`src/rtl/ifetch_ir_pkg.sv`:
```
// rtl/ifetch_ir_pkg.sv - shared next-PC codes, fetch FSM states and reset PC (IF_ALIGN_CHK_EN adds FAULT)
package ifetch_ir_pkg;

    localparam logic [31:0] RESET_PC_DEF = 32'h0000_3000;

    localparam logic [1:0] NPC_SEQ = 2'b00;
    localparam logic [1:0] NPC_BR  = 2'b01;
    localparam logic [1:0] NPC_J   = 2'b10;
    localparam logic [1:0] NPC_JR  = 2'b11;

    typedef enum logic [1:0] {
        ST_IDLE  = 2'd0,
        ST_REQ   = 2'd1,
`ifdef IF_ALIGN_CHK_EN
        ST_HOLD  = 2'd2,
        ST_FAULT = 2'd3
`else
        ST_HOLD  = 2'd2
`endif
    } fetch_state_e;

endpackage

```
`src/rtl/ifetch_ir_npc_calc.sv`:
```
// rtl/ifetch_ir_npc_calc.sv - combinational next-PC selection (low bits masked unless IF_ALIGN_CHK_EN)
module ifetch_ir_npc_calc
    import ifetch_ir_pkg::*;
#(
    parameter int ADDR_W = 32
) (
    input  logic [ADDR_W-1:0] pc_i,
    input  logic [25:0]       instr_idx_i,
    input  logic [31:0]       br_imm32_i,
    input  logic [31:0]       jr_target_i,
    input  logic [1:0]        npc_op_i,
    output logic [ADDR_W-1:0] npc_o
);

    logic [ADDR_W-1:0] pc_plus4;
    logic [ADDR_W-1:0] npc_raw;

    assign pc_plus4 = pc_i + ADDR_W'(4);

    // Select the candidate target; all arithmetic wraps at the address width
    always_comb begin
        npc_raw = pc_plus4;
        case (npc_op_i)
            NPC_SEQ: npc_raw = pc_plus4;
            NPC_BR:  npc_raw = pc_plus4 + ADDR_W'({br_imm32_i[29:0], 2'b00});
            NPC_J:   npc_raw = {pc_plus4[ADDR_W-1:28], instr_idx_i, 2'b00};
            NPC_JR:  npc_raw = ADDR_W'(jr_target_i);
            default: npc_raw = pc_plus4;
        endcase
    end

`ifdef IF_ALIGN_CHK_EN
    // Pass misaligned targets through so the fetch FSM can trap on them
    assign npc_o = npc_raw;
`else
    // No fault path exists, so force word alignment
    assign npc_o = {npc_raw[ADDR_W-1:2], 2'b00};
`endif

endmodule

```
`src/rtl/ifetch_ir.sv`:
```
// rtl/ifetch_ir.sv - instruction fetch FSM, PC and IR with decode field split (optional IF_ALIGN_CHK_EN)
module ifetch_ir
    import ifetch_ir_pkg::*;
#(
    parameter int                ADDR_W   = 32,
    parameter logic [ADDR_W-1:0] RESET_PC = ADDR_W'(RESET_PC_DEF)
) (
    input  logic              clk,
    input  logic              rstn,
    output logic              imem_req,
    output logic [ADDR_W-1:0] imem_addr,
    input  logic              imem_ack,
    input  logic [31:0]       imem_rdata,
    input  logic              id_ready,
    input  logic [1:0]        npc_op,
    input  logic [31:0]       br_imm32,
    input  logic [31:0]       jr_target,
    output logic [31:0]       instr,
    output logic [ADDR_W-1:0] pc_out,
    output logic [ADDR_W-1:0] pc_plus4,
    output logic              instr_valid,
    output logic [5:0]        op,
    output logic [4:0]        rs,
    output logic [4:0]        rt,
    output logic [4:0]        rd,
    output logic [4:0]        shamt,
    output logic [5:0]        funct,
    output logic [15:0]       imm16,
    output logic              if_fault
);

    fetch_state_e      state_q;
    logic [ADDR_W-1:0] pc_q;
    logic [31:0]       ir_q;
    logic              req_q;
    logic              valid_q;
    logic [ADDR_W-1:0] npc_d;
`ifdef IF_ALIGN_CHK_EN
    logic              fault_q;
`endif

    ifetch_ir_npc_calc #(
        .ADDR_W (ADDR_W)
    ) u_npc_calc (
        .pc_i        (pc_q),
        .instr_idx_i (ir_q[25:0]),
        .br_imm32_i  (br_imm32),
        .jr_target_i (jr_target),
        .npc_op_i    (npc_op),
        .npc_o       (npc_d)
    );

    // Fetch FSM: one outstanding request, IR held until decode consumes it
    always_ff @(posedge clk or negedge rstn) begin
        if (!rstn) begin
            state_q <= ST_IDLE;
            pc_q    <= RESET_PC;
            ir_q    <= 32'h0;
            req_q   <= 1'b0;
            valid_q <= 1'b0;
`ifdef IF_ALIGN_CHK_EN
            fault_q <= 1'b0;
`endif
        end else begin
            case (state_q)
                ST_IDLE: begin
                    state_q <= ST_REQ;
                    req_q   <= 1'b1;
                end
                ST_REQ: begin
                    if (imem_ack) begin
                        ir_q    <= imem_rdata;
                        valid_q <= 1'b1;
                        req_q   <= 1'b0;
                        state_q <= ST_HOLD;
                    end
                end
                ST_HOLD: begin
                    if (id_ready) begin
                        pc_q    <= npc_d;
                        valid_q <= 1'b0;
`ifdef IF_ALIGN_CHK_EN
                        if (npc_d[1:0] != 2'b00) begin
                            fault_q <= 1'b1;
                            state_q <= ST_FAULT;
                        end else begin
                            req_q   <= 1'b1;
                            state_q <= ST_REQ;
                        end
`else
                        req_q   <= 1'b1;
                        state_q <= ST_REQ;
`endif
                    end
                end
`ifdef IF_ALIGN_CHK_EN
                ST_FAULT: begin
                    fault_q <= 1'b1;
                end
`endif
                default: begin
                    state_q <= ST_IDLE;
                    req_q   <= 1'b0;
                    valid_q <= 1'b0;
                end
            endcase
        end
    end

    assign imem_req    = req_q;
    assign imem_addr   = pc_q;
    assign instr       = ir_q;
    assign pc_out      = pc_q;
    assign pc_plus4    = pc_q + ADDR_W'(4);
    assign instr_valid = valid_q;
    assign op          = ir_q[31:26];
    assign rs          = ir_q[25:21];
    assign rt          = ir_q[20:16];
    assign rd          = ir_q[15:11];
    assign shamt       = ir_q[10:6];
    assign funct       = ir_q[5:0];
    assign imm16       = ir_q[15:0];
`ifdef IF_ALIGN_CHK_EN
    assign if_fault    = fault_q;
`else
    assign if_fault    = 1'b0;
`endif

endmodule
```
`config.mk`:
```
export PLATFORM = sky130hd
export DESIGN_NAME = ifetch_ir
export DESIGN_NICKNAME = d
export VERILOG_FILES = /design/src/rtl/ifetch_ir_pkg.sv /design/src/rtl/ifetch_ir_npc_calc.sv /design/src/rtl/ifetch_ir.sv
export SDC_FILE = /design/constraint.sdc
export NUM_CORES = 1
export LEC_CHECK = 0
export CAP_MARGIN = 40
export CORE_MARGIN = 2
export CORE_UTILIZATION = 38
export CTS_CLUSTER_DIAMETER = 40
export DETAILED_ROUTE_END_ITERATION = 10
export HOLD_SLACK_MARGIN = 0.06
export PLACE_DENSITY = 0.78
export SKIP_LAST_GASP = 1
export SYNTH_ARGS = -nofsm -noshare
export SYNTH_HDL_FRONTEND = slang
export SYNTH_SLANG_ARGS = --single-unit
```
`constraint.sdc`:
```
create_clock -name clk -period 3.5 [get_ports clk]
set_clock_uncertainty 0.05 [all_clocks]
set_input_delay 0.875 -clock clk [delete_from_list [all_inputs] [get_ports clk]]
set_output_delay 0.875 -clock clk [all_outputs]
set_load 0.01 [all_outputs]
```
Routing congestion map:
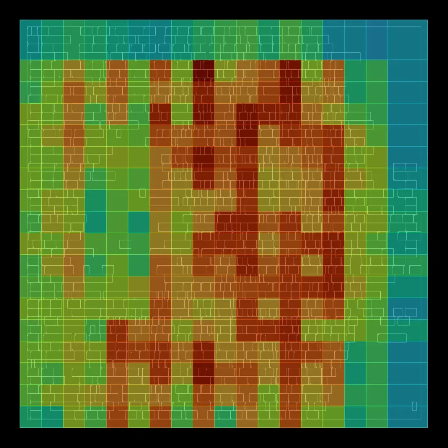
global route hottest layer: met2
routing usage on met2: 42.2%
Total GRT Usage: 26.0%
share of the core filled with cells: 66.4%

Wiring heat map:
The die is cut into 26 by 26 equal tiles; white is low, dark blue is high, scaled to the fullest tile. Values are wire area over tile area, all layers added.
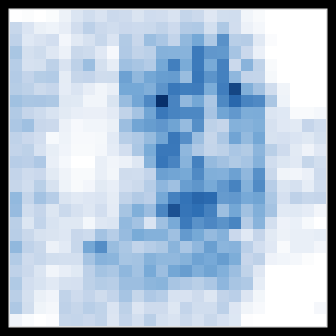
The fullest tile reaches 0.87. The mean over all tiles is 0.23. 10% of the tiles are nearly empty. The emptiest ninth of the die: south-east. 15% of the tiles are over half the peak.

Wiring by layer:
Bar = 50 µm. Only two layers are drawn.
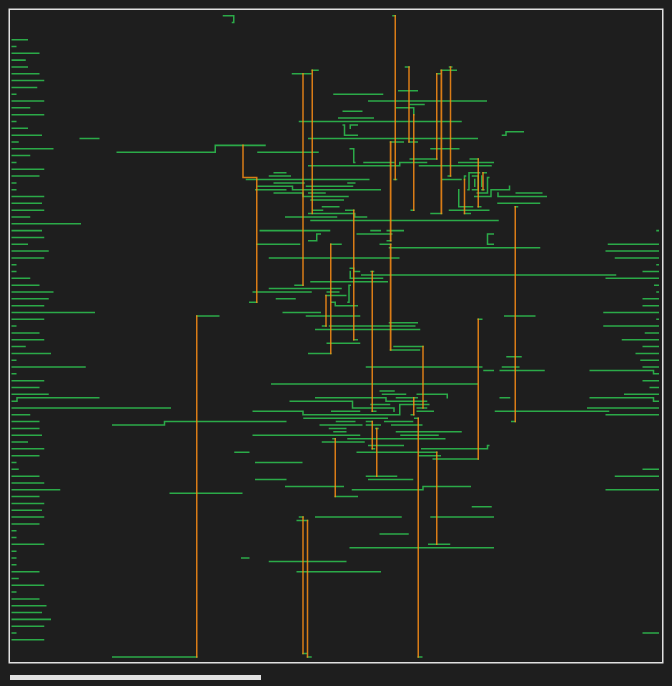
Key: metal 4 = orange [wire length 682 µm]; metal 3 = green [wire length 2110 µm]

Layout detail:
Bar = 5 µm. Region (88, 88) to (108, 108) µm. Cells in gray, sequential cells in the stronger gray; small squares are vias.
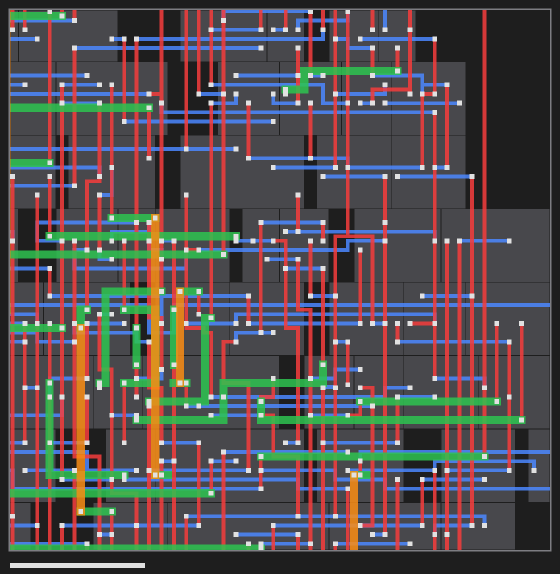
Key: metal 3 = green; metal 2 = red; metal 4 = orange; metal 1 = blue
Sequential cells in the window: 0. Most frequent: buf_4 (11), a31oi_1 (3). 44 logic cells have their middle in the window.

==> impl.org <==
* Implementation run

** Status
- The flow ran to the end, but the final reports show violations.
- Violated checks :: negative setup slack

** Power
- Total design power :: 9520 µW
- Static Leak :: ~0.0046 µW
- The analysis reports a worst IR drop on VDD of between 500 and 600 µV.

** Critical path
- Across all register-to-register paths, the minimum setup slack is -0.19 ns.
- Buffers and inverters on the worst path :: 3
- Walking the worst path, the cells encountered are and4_4 -> nand3_4 -> nor3_4 -> buf_6 -> nand4_1 -> xnor2_2 -> buf_4 -> ha_4 -> and3_4 -> nand2b_1 -> o211ai_2 -> o21ai_2 -> nand2b_1 -> buf_4 -> a31oi_1 -> xor2_1 -> a22oi_1.
- For reference, the critical path is launched at imem_addr[12].
- Worst path max stage delay :: about 0.55 ns
- Path length in cells of the critical path :: 17
- The worst setup path is launched from a register.
- Looking at the critical path, the highest net fanout was 4.
- Number of cells on the worst reg-to-reg path :: 17
- Data arrival time of the worst path :: 3.82 ns
- The worst setup path is captured at a register.
- For the worst setup path, the data required time is about 3.6 ns.
- Capturing element of the worst setup path :: imem_addr[29]
- Worst reg2reg path startpoint :: imem_addr[12]
- The endpoint identified for the worst register-to-register timing path is imem_addr[29].
- Among all stages on the critical path, the largest delay is contributed by dfstp_2.

** Yosys
- Most area-hungry cell type in the Yosys netlist :: dfrtp_1
- Synthesis warning total :: 0
- Synth async-reset ratio :: 100%
- Sequential elements use 27.0% of the synthesized area.
- Synthesis produced 674 cells.
- The number of cells reported by Yosys stat comes to about 670.
- Main logic family after synthesis :: AND-OR/OR-AND gates
- Multiplexer share of the synthesized area :: between 10% and 20%
- Averaged over all synthesized cells, the footprint is around 9 µm².
- Post-synth area from yosys stat :: approximately 6000 µm²
- Area share of the largest cell type after synthesis :: between 20% and 30%
- After synthesis, the cell types taking the most area are dfrtp_1, buf_4, ha_1, mux2_2, a21oi_1.
- Counting flops with a built-in enable in the synthesized netlist gives 0.
- The cell-mix breakdown from Yosys lists the simple-gate area share as 14.5%.
- Adder Share, Synth :: 7.38%
- Count of distinct cell types in the synthesized netlist :: between 60 and 70
- The cell-mix breakdown from Yosys lists the XOR/XNOR area share as between 8 and 9%.
- Registers, synthesis :: roughly 65
- Mapped Area :: 6030 µm²

** Global routing
- The number of global-route vias before repair is 6200.
- Entering global routing, the biggest net connects 37 pins.
- Summed over all layers, the global routing overflow is 0.
- Global-route wire length before repair :: 33.8 mm

** STA
- Measured against its own limit, the worst slew margin works out to around 40%.
- Final setup vio count :: 9
- Post-route setup slack :: -0.194 ns
- Post-route period utilization is reported as 106%.
- For the pin with the worst max-slew slack, the measured transition is approximately 0.89 ns.
- After routing, the total negative slack on setup checks comes to -0.891 ns.
- For reference, the final report shows the hold violation count at 0.
- Setup repair after global routing could not meet its margin everywhere.

** CTS
- Clock sink count :: approximately 65
- Later-pin clock latency in the skew report :: between 0.3 and 0.4 ns
- The clock H-tree reported by CTS has 3 levels.
- CTS placed an instance of clkbuf_16 at the clock tree root.
- Maximum clock insertion buffer count :: 2
- Number of hold buffers added after cts :: 0

** Drt
- In the post-route report, total wirelength is listed as roughly 24 mm.
- Per the post-route antenna check, the number of violating nets is 0.
- Total vias in the final route :: approximately 6.7k
- First-pass iteration count of the detailed router :: 5
- Per the detail_route log, the uppermost layer with routed signals is met4.
- Post-Route M1 WL :: 9.49 mm
- The first routing iteration left between 500 and 600 violations.
- Summed over all nets, wire length on met2 after detailed routing comes to around 12 mm.
- The script logs the ratio of routed vias to standard cells as 5.44.

** Min path
- Hold path startpoint :: instr_valid
- Hold Path End :: instr_valid
- Worst hold path stage count :: 2
- Min-Delay Path Class :: reg2reg

** Layout
- Post-layout nets :: 1146
- Area delta synth->final :: 72.8%
- Among logic cells in the layout, the one with the most instances is clkdlybuf4s50_1.
- Non-Filler Instances :: between 1k and 1.5k
- Share of layout cells above drive strength 1 :: 33.0%

** Floorplanning
- Chip Footprint :: roughly 17000 µm²
- Chip Width :: about 130 µm
- Before placement the cells fill 38.4% of the core.
- The vertical die dimension reported for this design is 130 µm.
- Area of the core :: ~16000 µm²
- 281 I/O pins were placed.

** Place
- HPWL Detailed :: 16.7 mm
- In this run the tool buffered the top-level ports with 269 buffer cells.

** Flow run
- Total number of warnings across the stage logs :: 37
[cell type report]
class	instances	area, µm²	area share, %
diodes	1	2.50	0.0240
clock buffers	12	246	2.36
clock inverters	4	20.0	0.192
inverters	10	37.5	0.360
multi-input cells	493	4280	41.0
flip-flops and latches	65	1630	15.7
well taps	216	270	2.59
repair buffers	430	3940	37.8
[routing by layer]
layer / GRT usage, % / vias to the layer above
met5: 0 / -
li1: - / 3005
met2: 42.2 / 443
met1: 34.7 / 3188
met3: 5.13 / 61
met4: 9.04 / 0
[cells in the mapped netlist, drive strengths merged, types with 9 or more instances]
| cell type | n |
|---|---|
| a21o | 15 |
| a21oi | 59 |
| a31oi | 10 |
| and3 | 9 |
| buf | 89 |
| clkbuf | 23 |
| dfrtp | 63 |
| ha | 34 |
| inv | 10 |
| mux2 | 35 |
| mux2i | 17 |
| mux4 | 11 |
| nand2 | 74 |
| nand3 | 23 |
| nor2 | 31 |
| o21ai | 30 |
| xnor2 | 34 |
| xor2 | 20 |
[report_power, final]
part           internal [µW]  leakage (µW)  switching, µW  total, µW
Clock                    494      0.000136            328        822
Sequential              1130      0.000772            516       1650
Combinational           3890       0.00370           3160       7060
Total                   5520       0.00461           4010       9520
[state kept, by name, summed over array words and instances, names as in the netlist]
| signal | cells |
|---|---|
| instr_valid | 1 |
| imem_addr | 30 |
| instr | 32 |
| imem_req | 1 |
| state_q | 1 |
[what timing repair did]
item / in CTS / in global routing
pin swaps: 42 / 50
setup buffers: 25 / 15
resized: 70 / 63
cloned: 0 / 0
hold endpoints to repair: 0 / 0
setup endpoints to repair: 26 / 27
Power and IR drop assume default switching activity.
